[config.mk]
export PLATFORM = sky130hd
export DESIGN_NAME = cmos_frame_crop_flat
export DESIGN_NICKNAME = d
export VERILOG_FILES = /design/src/rtl/cmos_frame_crop_if.sv /design/src/rtl/cmos_frame_crop.sv /design/src/flat_wrapper.sv
export SDC_FILE = /design/constraint.sdc
export NUM_CORES = 1
export LEC_CHECK = 0
export ABC_CLOCK_PERIOD_IN_PS = 4000
export CAP_MARGIN = 5
export CORE_MARGIN = 4
export CORE_UTILIZATION = 56
export DETAILED_ROUTE_END_ITERATION = 12
export PLACE_DENSITY = 0.94
export SLEW_MARGIN = 20
export SYNTH_ARGS = -nofsm -noshare
export SYNTH_HDL_FRONTEND = slang
export SYNTH_SLANG_ARGS = --single-unit
[constraint.sdc]
create_clock -name cmos_pclk -period 4 [get_ports cmos_pclk]
set_clock_uncertainty 0.1 [all_clocks]
set_input_delay 0.4 -clock cmos_pclk [delete_from_list [all_inputs] [get_ports cmos_pclk]]
set_output_delay 0.4 -clock cmos_pclk [all_outputs]
set_load 0.01 [all_outputs]
[src/rtl/cmos_frame_crop_if.sv]
// Camera-side pixel stream and FIFO-side write port of the frame cropper.
// The cropper is the slave: it consumes camera signals and drives the FIFO.
interface cmos_frame_crop_if;
  logic        cmos_vsync;
  logic        cmos_href;
  logic        pix_valid;
  logic [15:0] pix_data;
  logic        wr_en;
  logic [15:0] wr_data;

  modport master (
    output cmos_vsync, cmos_href, pix_valid, pix_data,
    input  wr_en, wr_data
  );

  modport slave (
    input  cmos_vsync, cmos_href, pix_valid, pix_data,
    output wr_en, wr_data
  );
endinterface

[src/rtl/cmos_frame_crop.sv]
// Counts camera pixels/lines per frame and forwards a cropped window
// to the SDRAM write FIFO with per-frame start/done/abort pulses.
module cmos_frame_crop #(
  parameter int IN_W    = 640,
  parameter int IN_H    = 480,
  parameter int X_START = 0,
  parameter int Y_START = 0,
  parameter int OUT_W   = 640,
  parameter int OUT_H   = 480
) (
  input  logic             cmos_pclk,
  input  logic             rst_n,
  input  logic             capture_en,
  cmos_frame_crop_if.slave cam,
  output logic             frame_start,
  output logic             frame_done,
  output logic             frame_abort,
  output logic             len_err
);

  typedef enum logic [1:0] {
    WAIT_VS = 2'd0,
    ACTIVE  = 2'd1,
    DONE    = 2'd2
  } state_t;

  localparam logic [11:0] IW = 12'(IN_W);
  localparam logic [11:0] XS = 12'(X_START);
  localparam logic [11:0] OW = 12'(OUT_W);
  localparam logic [10:0] YS = 11'(Y_START);
  localparam logic [10:0] OH = 11'(OUT_H);
  localparam logic [10:0] YE = 11'(Y_START + OUT_H);

  state_t      state, state_nx;
  logic        vsync_r, href_r, px_stb;
  logic [11:0] x_cnt, x_nx;
  logic [10:0] y_cnt, y_nx, y_inc;
  logic [12:0] x_diff;
  logic [11:0] y_diff;
  logic        vs_pos, line_end, x_ovf;
  logic        keep, line_has, last_line;
  logic        wr_en_nx, fs_nx, fd_nx, fa_nx, le_nx;
  logic [15:0] wr_data_nx;

  assign vs_pos    = cam.cmos_vsync & ~vsync_r;
  assign line_end  = href_r & ~cam.cmos_href;
  assign x_ovf     = (x_cnt == IW);
  // Borrow bit of the offset doubles as the lower-bound test.
  assign x_diff    = {1'b0, x_cnt} - {1'b0, XS};
  assign y_diff    = {1'b0, y_cnt} - {1'b0, YS};
  assign keep      = px_stb && !x_ovf
                   && !x_diff[12] && (x_diff[11:0] < OW)
                   && !y_diff[11] && (y_diff[10:0] < OH);
  // A pixel landing with the href fall still makes the line non-empty.
  assign line_has  = (x_cnt != 12'd0) | px_stb;
  assign y_inc     = y_cnt + 11'd1;
  assign last_line = (y_inc == YE);

  always_ff @(posedge cmos_pclk) begin
    if (!rst_n) state <= WAIT_VS;
    else        state <= state_nx;
  end

  always_comb begin
    state_nx = state;
    unique case (state)
      WAIT_VS, DONE: begin
        if (vs_pos && capture_en) state_nx = ACTIVE;
      end
      ACTIVE: begin
        if (vs_pos)
          state_nx = capture_en ? ACTIVE : WAIT_VS;
        else if (line_end && line_has && last_line)
          state_nx = DONE;
      end
      default: state_nx = WAIT_VS;
    endcase
  end

  always_comb begin
    wr_en_nx   = 1'b0;
    wr_data_nx = cam.wr_data;
    fs_nx      = 1'b0;
    fd_nx      = 1'b0;
    fa_nx      = 1'b0;
    le_nx      = len_err;
    x_nx       = x_cnt;
    y_nx       = y_cnt;
    unique case (state)
      WAIT_VS, DONE: begin
        if (vs_pos && capture_en) begin
          fs_nx = 1'b1;
          x_nx  = 12'd0;
          y_nx  = 11'd0;
        end
      end
      ACTIVE: begin
        if (vs_pos) begin
          fa_nx = 1'b1;
          fs_nx = capture_en;
          x_nx  = 12'd0;
          y_nx  = 11'd0;
        end else begin
          if (px_stb) begin
            if (x_ovf) le_nx = 1'b1;
            else       x_nx  = x_cnt + 12'd1;
            if (keep) begin
              wr_en_nx   = 1'b1;
              wr_data_nx = cam.pix_data;
            end
          end
          if (line_end) begin
            x_nx = 12'd0;
            if (line_has) begin
              y_nx  = y_inc;
              fd_nx = last_line;
            end
          end
        end
      end
      default: ;
    endcase
  end

  always_ff @(posedge cmos_pclk) begin
    if (!rst_n) begin
      vsync_r     <= 1'b0;
      href_r      <= 1'b0;
      px_stb      <= 1'b0;
      x_cnt       <= 12'd0;
      y_cnt       <= 11'd0;
      cam.wr_en   <= 1'b0;
      cam.wr_data <= 16'd0;
      frame_start <= 1'b0;
      frame_done  <= 1'b0;
      frame_abort <= 1'b0;
      len_err     <= 1'b0;
    end else begin
      vsync_r     <= cam.cmos_vsync;
      href_r      <= cam.cmos_href;
      px_stb      <= cam.pix_valid;
      x_cnt       <= x_nx;
      y_cnt       <= y_nx;
      cam.wr_en   <= wr_en_nx;
      cam.wr_data <= wr_data_nx;
      frame_start <= fs_nx;
      frame_done  <= fd_nx;
      frame_abort <= fa_nx;
      len_err     <= le_nx;
    end
  end

endmodule

[src/flat_wrapper.sv]
// flat-port wrapper written by rule: the top's interface ports become plain ports
module cmos_frame_crop_flat 
#(
  parameter int IN_W    = 640,
  parameter int IN_H    = 480,
  parameter int X_START = 0,
  parameter int Y_START = 0,
  parameter int OUT_W   = 640,
  parameter int OUT_H   = 480
)
  (cmos_pclk, rst_n, capture_en, frame_start, frame_done, frame_abort, len_err, cam_cmos_vsync, cam_cmos_href, cam_pix_valid, cam_pix_data, cam_wr_en, cam_wr_data);
  cmos_frame_crop_if cam_i ();
  input  logic cmos_pclk;
  input  logic rst_n;
  input  logic capture_en;
  output logic frame_start;
  output logic frame_done;
  output logic frame_abort;
  output logic len_err;
  input wire logic [$bits(cam_i.cmos_vsync)-1:0] cam_cmos_vsync;
  input wire logic [$bits(cam_i.cmos_href)-1:0] cam_cmos_href;
  input wire logic [$bits(cam_i.pix_valid)-1:0] cam_pix_valid;
  input wire logic [$bits(cam_i.pix_data)-1:0] cam_pix_data;
  output wire logic [$bits(cam_i.wr_en)-1:0] cam_wr_en;
  output wire logic [$bits(cam_i.wr_data)-1:0] cam_wr_data;
  assign cam_i.cmos_vsync = cam_cmos_vsync;
  assign cam_i.cmos_href = cam_cmos_href;
  assign cam_i.pix_valid = cam_pix_valid;
  assign cam_i.pix_data = cam_pix_data;
  assign cam_wr_en = cam_i.wr_en;
  assign cam_wr_data = cam_i.wr_data;
  cmos_frame_crop #(.IN_W(IN_W), .IN_H(IN_H), .X_START(X_START), .Y_START(Y_START), .OUT_W(OUT_W), .OUT_H(OUT_H)) u_core (.cmos_pclk(cmos_pclk), .rst_n(rst_n), .capture_en(capture_en), .cam(cam_i), .frame_start(frame_start), .frame_done(frame_done), .frame_abort(frame_abort), .len_err(len_err));
endmodule
==> impl_metrics.py, run 1 <==
# Physical implementation metrics
metrics = {
    "status": {
        "status": "complete, no violations",
    },
    "clock_network": {
        "cts_hold_buf": 0,
        "root_buffer": "clkbuf_8",
        "cts_buffers": 5,
        "post_cts_buffers": 0,
        "path_clk_slew_ps": 80,
        "cts-resized-gates": 0,
    },
    "worst_setup_path": {
        "critical_path.max_stage_delay_ps": 710,
        "path_depth": 6,
        "crit_fanout": 13,
        "worstRegToRegCells": 5,
        "end_kind": "flop",
        "cpMaxStageDelayCell": "o21ai_1",
        "required_ps": 4130,
        "cp_top_family": "AND-OR/OR-AND gates",
    },
    "synthesis": {
        "yosysWarnings": 0,
        "ys_types": 47,
        "ys_cells": 268,
        "syn_nets": 294,
        "mux_share": 0.0725,
        "synth_flops": 49,
        "synth_seq_share": 0.418,
        "logic_family": "simple AND/OR/NAND/NOR gates",
        "ys_chip_area_um2": 2350,
        "edf_count": 0,
        "adder_share": 0.0213,
        "synthArstFlopShare": 0,
        "simple_gate_share": 0.258,
    },
    "floorplanning": {
        "dieArea_um2": 5290,
        "fp_util": 0.582,
    },
    "place": {
        "post_dp_cell_area_um2": 2780,
        "pre_cts_slack_ps": 1060,
        "gp_congestion": 0.888,
        "hpwlAfterDp_um": 3910,
    },
    "grt": {
        "grt_pass1_wl_um": 8940,
        "grtUsageTotal": 0.212,
        "grt_max_degree": 31,
        "antenna_found_initial": 0,
        "grt_overflow": 0,
    },
    "min_path": {
        "hold_depth": 1,
        "min_path_type": "flop to flop",
    },
    "final_layout": {
        "area_delta_synth_final_pct": 23.5,
        "area.combinational_um2": 1270,
        "biggestRegsByFlops": "u_core.cam.wr_data x16, u_core.x_cnt x12, u_core.y_cnt x11",
        "diodes": 0,
        "nets": 331,
        "mostFrequentLayoutCells": "dfxtp_1, clkdlybuf4s50_1, nor2_1",
    },
    "timing": {
        "post-route-period-util": 0.668,
        "period_needed_ps": 2670,
        "setup_viol": 0,
        "finalMaxSlewViolations": 0,
        "tns_ps": 0,
        "fmax_mhz": 374,
        "finalWorstSetupSlack_ps": 1330,
        "relSlewSlack": 0.398,
    },
    "power": {
        "ir_drop_mv": 0.238,
        "leakagePower_nw": 1.11,
    },
    "routing": {
        "dr.pass1.iters": 4,
        "wirelength_um": 5450,
    },
    "flow_run": {
        "openroad.warnings": 28,
    },
}
==> run 1: worst paths after layout <==
kind | from | end | slack, ps
worst max register to register | u_core.vsync_r$_SDFF_PN0_ | u_core.x_cnt[8]$_SDFFE_PN0P_ | 1530
worst min-delay path | u_core.len_err$_SDFFE_PN0P_ | u_core.len_err$_SDFFE_PN0P_ | 390
worst max-delay path | cam_cmos_vsync | u_core.x_cnt[8]$_SDFFE_PN0P_ | 1330
worst min register to register | u_core.len_err$_SDFFE_PN0P_ | u_core.len_err$_SDFFE_PN0P_ | 390
==> run 1: power by group <==
group / internal [mW] / switching [mW] / leakage (nW) / total [mW]
Clock: 0.203 / 0.161 / 0.0574 / 0.364
Sequential: 0.492 / 0.00340 / 0.396 / 0.496
Combinational: 0.0347 / 0.0416 / 0.659 / 0.0763
==> run 1: cells in the mapped netlist (4+ instances only) <==
cell,number,area (um2)
and3_1,5,31.3
a21oi_1,14,70.1
nor2b_1,6,37.5
ha_1,4,50.1
nand3_1,4,20.0
nand4_1,12,75.1
xor2_1,4,35.0
clkbuf_1,9,33.8
o21ai_0,7,35.0
dfxtp_1,49,981
nor2_1,33,124
mux2i_1,17,170
o211ai_1,6,45.0
and2_1,6,37.5
inv_1,8,30.0
xnor2_1,5,43.8
or4_1,6,45.0
nand2_1,20,75.1
and4_1,4,35.0
==> run 1: cell type report <==
cell class | instances | share of cell area
clock buffer | 6 | 0.0285
timing repair buffer | 44 | 0.150
inverter | 8 | 0.0104
tap | 50 | 0.0216
sequential | 49 | 0.339
multi-input combinational | 197 | 0.438
clock inverter | 2 | 0.0130
==> run 1: layer usage <==
metal  global-route usage  wire length [um]
met1                0.262              2300
met2                0.365              2810
met5                    0                 0
met4               0.0779               104
met3               0.0427               238
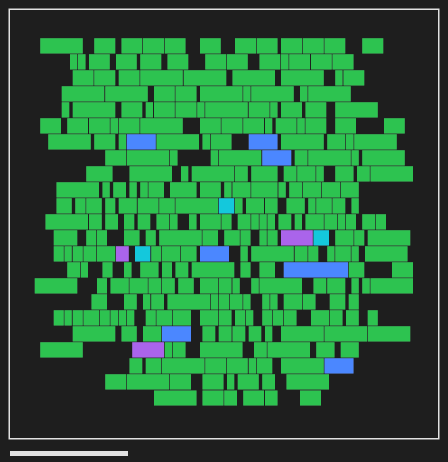
Fig. 1. Drive-strength map (run 1).
The bar under the picture is 20 um long.
[purple] drive 2 | cells: 3 | share: 0.98%
[cyan] drive 3 to 4 | cells: 3 | share: 0.98% | most used: buf_4
[blue] drive 6 and up | cells: 7 | share: 2.3% | most used: clkbuf_8
[green] drive 1 or less | cells: 293 | share: 96% | most used: dfxtp_1

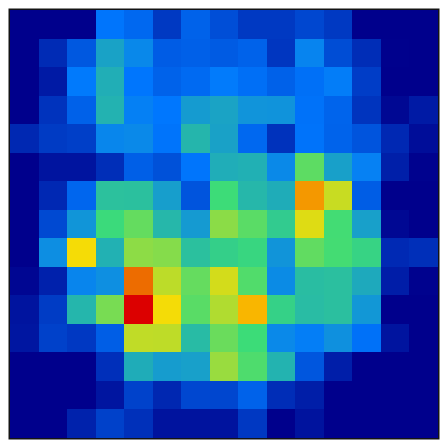
Fig. 2. Wire density map (run 1).
The die is cut into 15 by 15 equal tiles; dark blue is low, red is high, scaled to the fullest tile. Values are wire area over tile area, all layers added.
mean over tiles: 0.16
nearly empty tiles: 21%
densest ninth of the die: center
fullest tile: 0.70
emptiest ninth of the die: south-east
tiles over half the peak: 14%

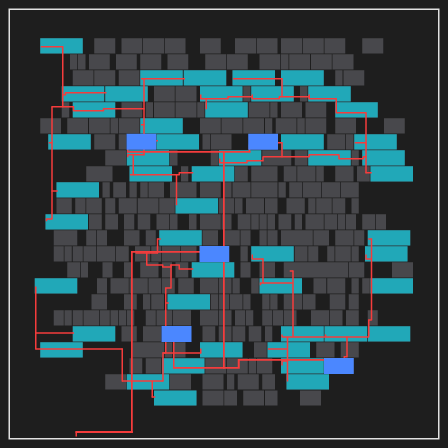
Fig. 3. Clock distribution (run 1).
[blue] cells driving clock nets | count: 5
[red] clock wires | length: 519 um
[cyan] flip-flops | count: 49
routed clock nets: 6
flops lie: widely spread
Worst-Skew Late Latency: 300 ps
power share of the clock group: 0.389
clk pwr: 0.364 mW

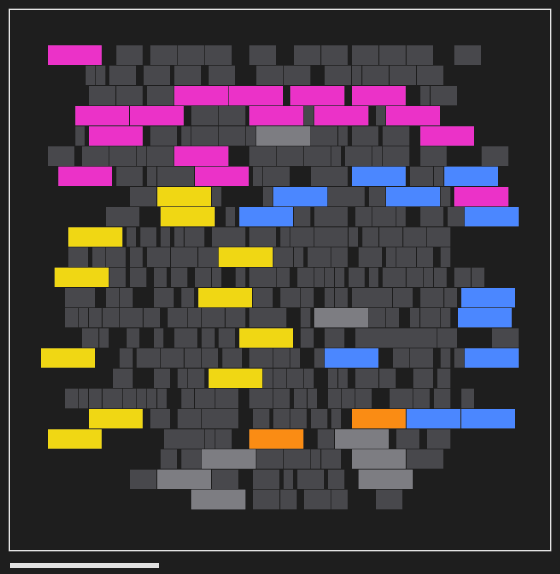
Fig. 4. Sequential cells colored by netlist name (run 1).
The bar under the picture is 20 um long. Other sequential cells in the stronger gray, the rest of the logic in the fainter gray.
[blue] u_core.x_cnt | flops: 12
[magenta] u_core.cam.wr_data | flops: 16
[yellow] u_core.y_cnt | flops: 11
[orange] u_core.state | flops: 2

==> inputs of run 2 (changes only) <==
Settings changed: ABC_CLOCK_PERIOD_IN_PS 4000 to 2750, CORE_UTILIZATION 56 to 52, PLACE_DENSITY 0.94 to 0.88.
Clock period 4 ns to 2.75 ns, I/O delays scaled along.
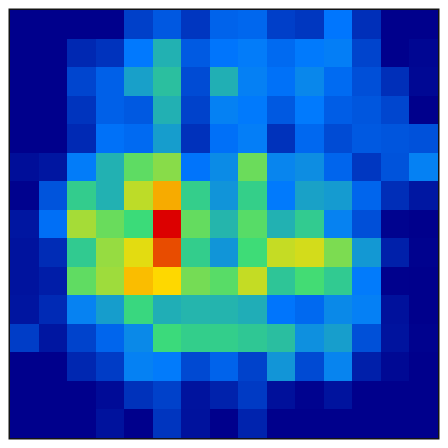
Fig. 5. Wire density map (run 2).
The die is cut into 15 by 15 equal tiles; dark blue is low, red is high, scaled to the fullest tile. Values are wire area over tile area, all layers added.
fullest tile: 0.72
tiles over half the peak: 11%
densest ninth of the die: center
nearly empty tiles: 21%

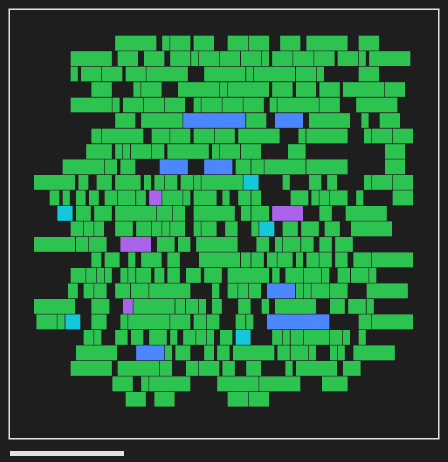
Fig. 6. Drive-strength map (run 2).
The bar under the picture is 20 um long.
[green] drive 1 or less | cells: 293 | share: 95% | most used: dfxtp_1
[purple] drive 2 | cells: 4 | share: 1.3%
[cyan] drive 3 to 4 | cells: 5 | share: 1.6% | most used: buf_4
[blue] drive 6 and up | cells: 7 | share: 2.3% | most used: clkbuf_8

==> run 2 against run 1 <==
  * Routed wire length increased by 3.6%
  * Clock-buffer cell count decreased by 1
  * Combinational power increased by 52%
  * Area after synthesis unchanged
  * First-iteration DRC count increased by 50%
  * Critical endpoint is now u_core.state[1]$_SDFFE_PN0P_
  * Register-to-register slack got worse by 1100 ps
  * Flip-flop count unchanged
==> impl_metrics.py, run 2 <==
# Physical implementation metrics
metrics = {
    "grt": {
        "antenna_found_initial": 0,
        "grt_overflow": 0,
        "grt_max_degree": 23,
        "grt_most_used_layer": "met2",
        "grtUsageMet1": 0.277,
        "met3_usage": 0.0507,
        "grtUsageTotal": 0.209,
    },
    "synthesis": {
        "syn_nets": 294,
        "synth_top_area_share": 0.418,
        "synth_seq_share": 0.418,
        "yosys-top-cells-area": "dfxtp_1, mux2i_1, nor2_1, nand2_1, nand4_1",
        "synth_flops": 49,
        "ys_top_cells_by_count": "dfxtp_1, nor2_1, nand2_1, mux2i_1, a21oi_1",
        "edf_count": 0,
        "ys_chip_area_um2": 2350,
        "yosysWarnings": 0,
    },
    "timing": {
        "finalMaxSlewViolations": 0,
        "setup_viol": 0,
        "fmax_mhz": 439,
        "tns_ps": 0,
        "relSlewSlack": 0.633,
        "period_needed_ps": 2280,
    },
    "floorplanning": {
        "dieArea_um2": 5650,
        "fp_util": 0.539,
    },
    "final_layout": {
        "nets": 334,
        "mostFrequentLayoutCells": "dfxtp_1, clkdlybuf4s50_1, nor2_1",
        "area_delta_synth_final_pct": 25.1,
    },
    "routing": {
        "wl_met1_um": 2400,
        "wl_met3_um": 334,
        "dr.pass1.iters": 5,
        "maxUsedRoutingLayer": "met4",
    },
    "power": {
        "pwr-share-seq": 0.500,
        "p_int_mw": 1.13,
        "combPwrFrac": 0.081,
        "sw_frac_of_total": 0.215,
        "leakagePower_nw": 1.14,
    },
    "clock_network": {
        "root_buffer": "clkbuf_8",
        "cts-resized-gates": 0,
        "path_clk_slew_ps": 90,
        "cts_hold_buf": 0,
    },
    "place": {
        "gp_congestion": 0.936,
        "pre_cts_slack_ps": 476,
    },
    "status": {
        "status": "complete, no violations",
    },
    "worst_setup_path": {
        "required_ps": 2900,
        "end_kind": "flop",
    },
    "min_path": {
        "min_path_type": "flop to flop",
    },
}
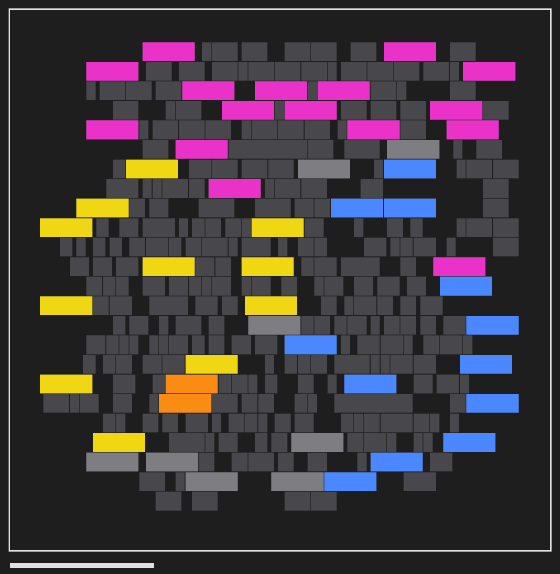
Fig. 7. Sequential cells colored by netlist name (run 2).
The bar under the picture is 20 um long. Other sequential cells in the stronger gray, the rest of the logic in the fainter gray.
[yellow] u_core.y_cnt | flops: 11
[blue] u_core.x_cnt | flops: 12
[magenta] u_core.cam.wr_data | flops: 16
[orange] u_core.state | flops: 2
not colored: 8
sequential power: 0.721 mW
Final Util: 0.674
Seq area share: 0.334
Flop area: 981 um2

run 2: cell counts after synthesis:
No cell type changed its count.
run 2: path summary, 6_finish.rpt:
| kind | cells after the start | start | slack [ps] | endpoint |
|---|---|---|---|---|
| max | 6 | u_core.y_cnt[0]$_SDFFE_PN0P_ | 470 | u_core.state[1]$_SDFFE_PN0P_ |
| min | 1 | u_core.len_err$_SDFFE_PN0P_ | 380 | u_core.len_err$_SDFFE_PN0P_ |
| max reg2reg | 6 | u_core.y_cnt[0]$_SDFFE_PN0P_ | 470 | u_core.state[1]$_SDFFE_PN0P_ |
| min reg2reg | 1 | u_core.len_err$_SDFFE_PN0P_ | 380 | u_core.len_err$_SDFFE_PN0P_ |
run 2: worst max-delay path: cells and delay by family (launching register included):
kind                       cells  cell delay, ps
xor gates and xnor gates       1             110
adders and majority gates      1             310
and+or+nand+nor                1             340
DFF                            1             480
AOI/OAI and AO/OA              3             890
run 2: cell families after synthesis:
group,count (synthesis),synth area share
and+or+nand+nor,114,0.258
AOI/OAI and AO/OA,53,0.155
DFF,49,0.418
buffers and inverters,22,0.0416
muxes,17,0.0725
xor gates and xnor gates,9,0.0336
adders and majority gates,4,0.0213
run 2: power by group through the flow:
stage / clock (mW) / combinational, mW / sequential, mW
floorplan: 0 / 0.0576 / 0.738
global placement: 0 / 0.113 / 0.737
detailed placement: 0 / 0.116 / 0.737
CTS: 0.618 / 0.116 / 0.721
global route: 0.646 / 0.128 / 0.722
finish: 0.604 / 0.116 / 0.721
run 2: layout make-up:
cell class,instances,area [um2],share of cell area
Sequential cell,49,981,0.334
Inverter,8,30.0,0.0102
Timing Repair Buffer,47,458,0.156
Multi-Input combinational cell,197,1270,0.432
Tap cell,52,65.1,0.0222
Clock buffer,5,68.8,0.0234
Clock inverter,3,65.1,0.0222
==> inputs of run 3 (changes only) <==
Settings changed: ABC_CLOCK_PERIOD_IN_PS 2750 to 2100.
Clock period 2.75 ns to 2.1 ns, I/O delays scaled along.
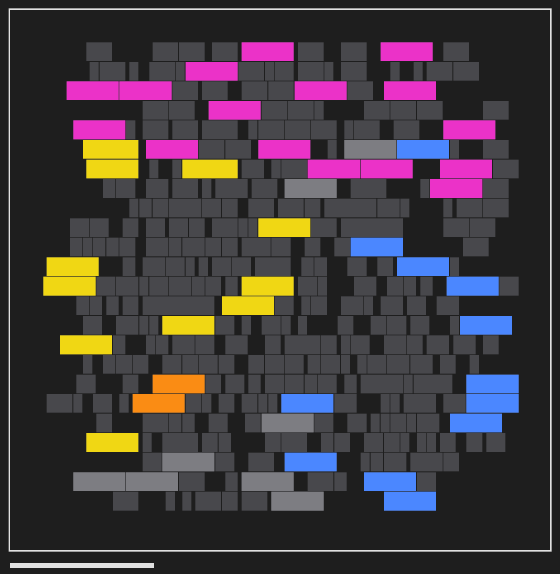
Fig. 8. Sequential cells colored by netlist name (run 3).
The bar under the picture is 20 um long. Other sequential cells in the stronger gray, the rest of the logic in the fainter gray.
[magenta] u_core.cam.wr_data | flops: 16
[yellow] u_core.y_cnt | flops: 11 | where: west
[blue] u_core.x_cnt | flops: 12
[orange] u_core.state | flops: 2
not colored: 8
Final Util: 0.707
Flop area: 983 um2
sequential power: 0.944 mW

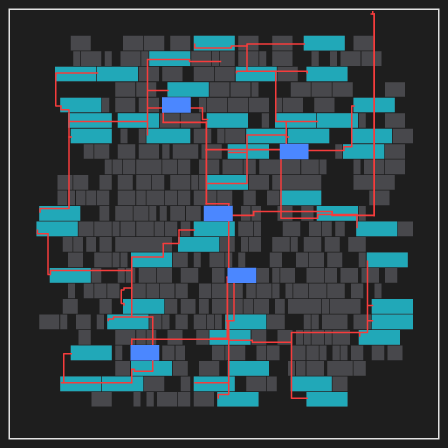
Fig. 9. Clock distribution (run 3).
[blue] cells driving clock nets | count: 5
[cyan] flip-flops | count: 49
[red] clock wires | length: 575 um
routed clock nets: 6
Worst-Skew Late Latency: 310 ps
power share of the clock group: 0.335
clk pwr: 0.563 mW

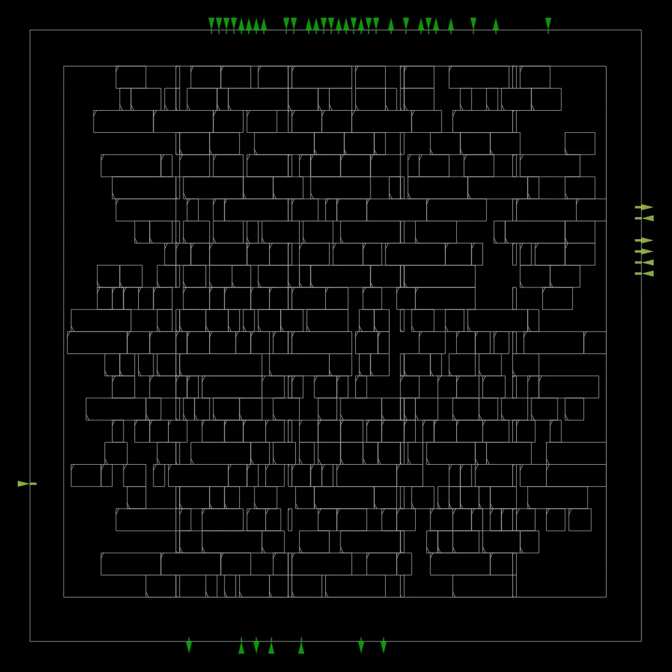
Fig. 10. Cell placement (run 3).
fill cell count: 335
row count: 24
Seq area share: 0.320
core area: 4350 um2

==> run 3 against run 2 <==
  * Final cell count is 5.0% higher
  * Register-to-register slack worse by 340 ps
  * Final area rose by 4.9%
  * Critical path depth is the same
  * Global-route usage up 0.52 points
  * First-iteration DRC count shrank 34%
  * Fmax increased by 16%
  * Critical endpoint is now u_core.state[0]$_SDFFE_PN0P_
  * Largest cell class unchanged
==> impl_metrics.py, run 3 <==
# Physical implementation metrics
metrics = {
    "grt": {
        "grt_pass1_wl_um": 9370,
        "grt_overflow": 0,
        "grt_max_degree": 21,
    },
    "clock_network": {
        "path_clk_slew_ps": 100,
        "cts_buffers": 5,
        "root_buffer": "clkbuf_8",
        "cts_hold_buf": 0,
        "post_cts_buffers": 0,
        "cts-resized-gates": 1,
    },
    "flow_run": {
        "openroad.warnings": 28,
    },
    "synthesis": {
        "yosys-top-cells-area": "dfxtp_1, mux2i_1, nor2_1, nand2_1, nand4_1",
        "ys_types": 47,
        "synth_flops": 49,
        "synth_top_area_share": 0.418,
        "edf_count": 0,
        "synth_top_cell_by_area": "dfxtp_1",
        "synth.most_common_cell": "dfxtp_1",
        "syn_nets": 294,
        "ys_chip_area_um2": 2350,
        "synth_seq_share": 0.418,
    },
    "worst_setup_path": {
        "setup.worst_path.start": "u_core.y_cnt[0]$_SDFFE_PN0P_",
        "required_ps": 2180,
        "end_kind": "flop",
        "worst_r2r_startpoint": "u_core.y_cnt[0]$_SDFFE_PN0P_",
        "path_buffers": 0,
    },
    "timing": {
        "fmax_mhz": 509,
        "finalMaxSlewViolations": 0,
        "post-route-period-util": 0.936,
        "relSlewSlack": 0.629,
        "period_needed_ps": 1970,
    },
    "floorplanning": {
        "dieArea_um2": 5650,
    },
    "min_path": {
        "hold_path.startpoint": "cam_pix_valid",
    },
    "place": {
        "hpwlAfterDp_um": 4120,
    },
    "power": {
        "combPwrFrac": 0.103,
        "pwr-share-seq": 0.562,
        "power.switching_mw": 0.419,
        "leakagePower_nw": 1.21,
        "ir_drop_mv": 0.386,
    },
    "final_layout": {
        "area_delta_synth_final_pct": 31.2,
        "diodes": 0,
        "nets": 352,
        "biggestRegsByFlops": "u_core.cam.wr_data x16, u_core.x_cnt x12, u_core.y_cnt x11",
        "mostFrequentLayoutCells": "dfxtp_1, clkdlybuf4s50_1, nor2_1",
    },
    "status": {
        "status": "complete, no violations",
    },
    "routing": {
        "wirelength_um": 5660,
    },
}
run 3: per-stage QoR:
step,instance area (um2),instances
after floorplan,2350,268
after global placement,2950,371
after detailed placement,2950,371
after CTS,3050,379
after global routing,3080,379
final,3080,379
run 3: final timing paths:
| kind | endpoint | slack [ps] | depth (start not counted) |
|---|---|---|---|
| worst max-delay path | u_core.state[0]$_SDFFE_PN0P_ | 130 | 6 |
| worst min-delay path | u_core.px_stb$_SDFF_PN0_ | 380 | 2 |
| worst max register to register | u_core.state[0]$_SDFFE_PN0P_ | 130 | 6 |
| worst min register to register | u_core.cam.wr_data[12]$_SDFFE_PN0P_ | 400 | 2 |
run 3: power groups by stage:
stage	registers (mW)	logic, mW	clock network [mW]
2_1_floorplan	0.967	0.0754	0
3_3_place_gp	0.965	0.167	0
3_5_place_dp	0.965	0.170	0
4_1_cts	0.944	0.171	0.579
5_1_grt	0.946	0.188	0.622
6_report	0.944	0.173	0.563
run 3: area by class of cell:
cell class	count	area (um2)	area share
inverter	8	30.0	0.00976
timing repair buffer	65	606	0.197
sequential	49	983	0.320
clock inverter	3	22.5	0.00732
clock buffer	5	68.8	0.0224
tap	52	65.1	0.0211
multi-input combinational	197	1300	0.423
run 3: routing by layer:
layer  wire (um)  global-route usage  up-vias
li1            -                   -     1094
met1        2410               0.281     1024
met2        2790               0.338       61
met3         285              0.0467       19
met4         166              0.0971        0
met5           0                   0        -
run 3: kinds of logic (layout without fill, tap and decap cells):
logic type / count (synthesis) / after routing / share of synthesized area
simple gates: 114 / 114 / 0.258
buf+inv: 22 / 81 / 0.0416
mux: 17 / 17 / 0.0725
fa+ha+maj: 4 / 4 / 0.0213
compound gates: 53 / 53 / 0.155
xor+xnor: 9 / 9 / 0.0336
flops: 49 / 49 / 0.418
Power is estimated from default activity; no workload was simulated.
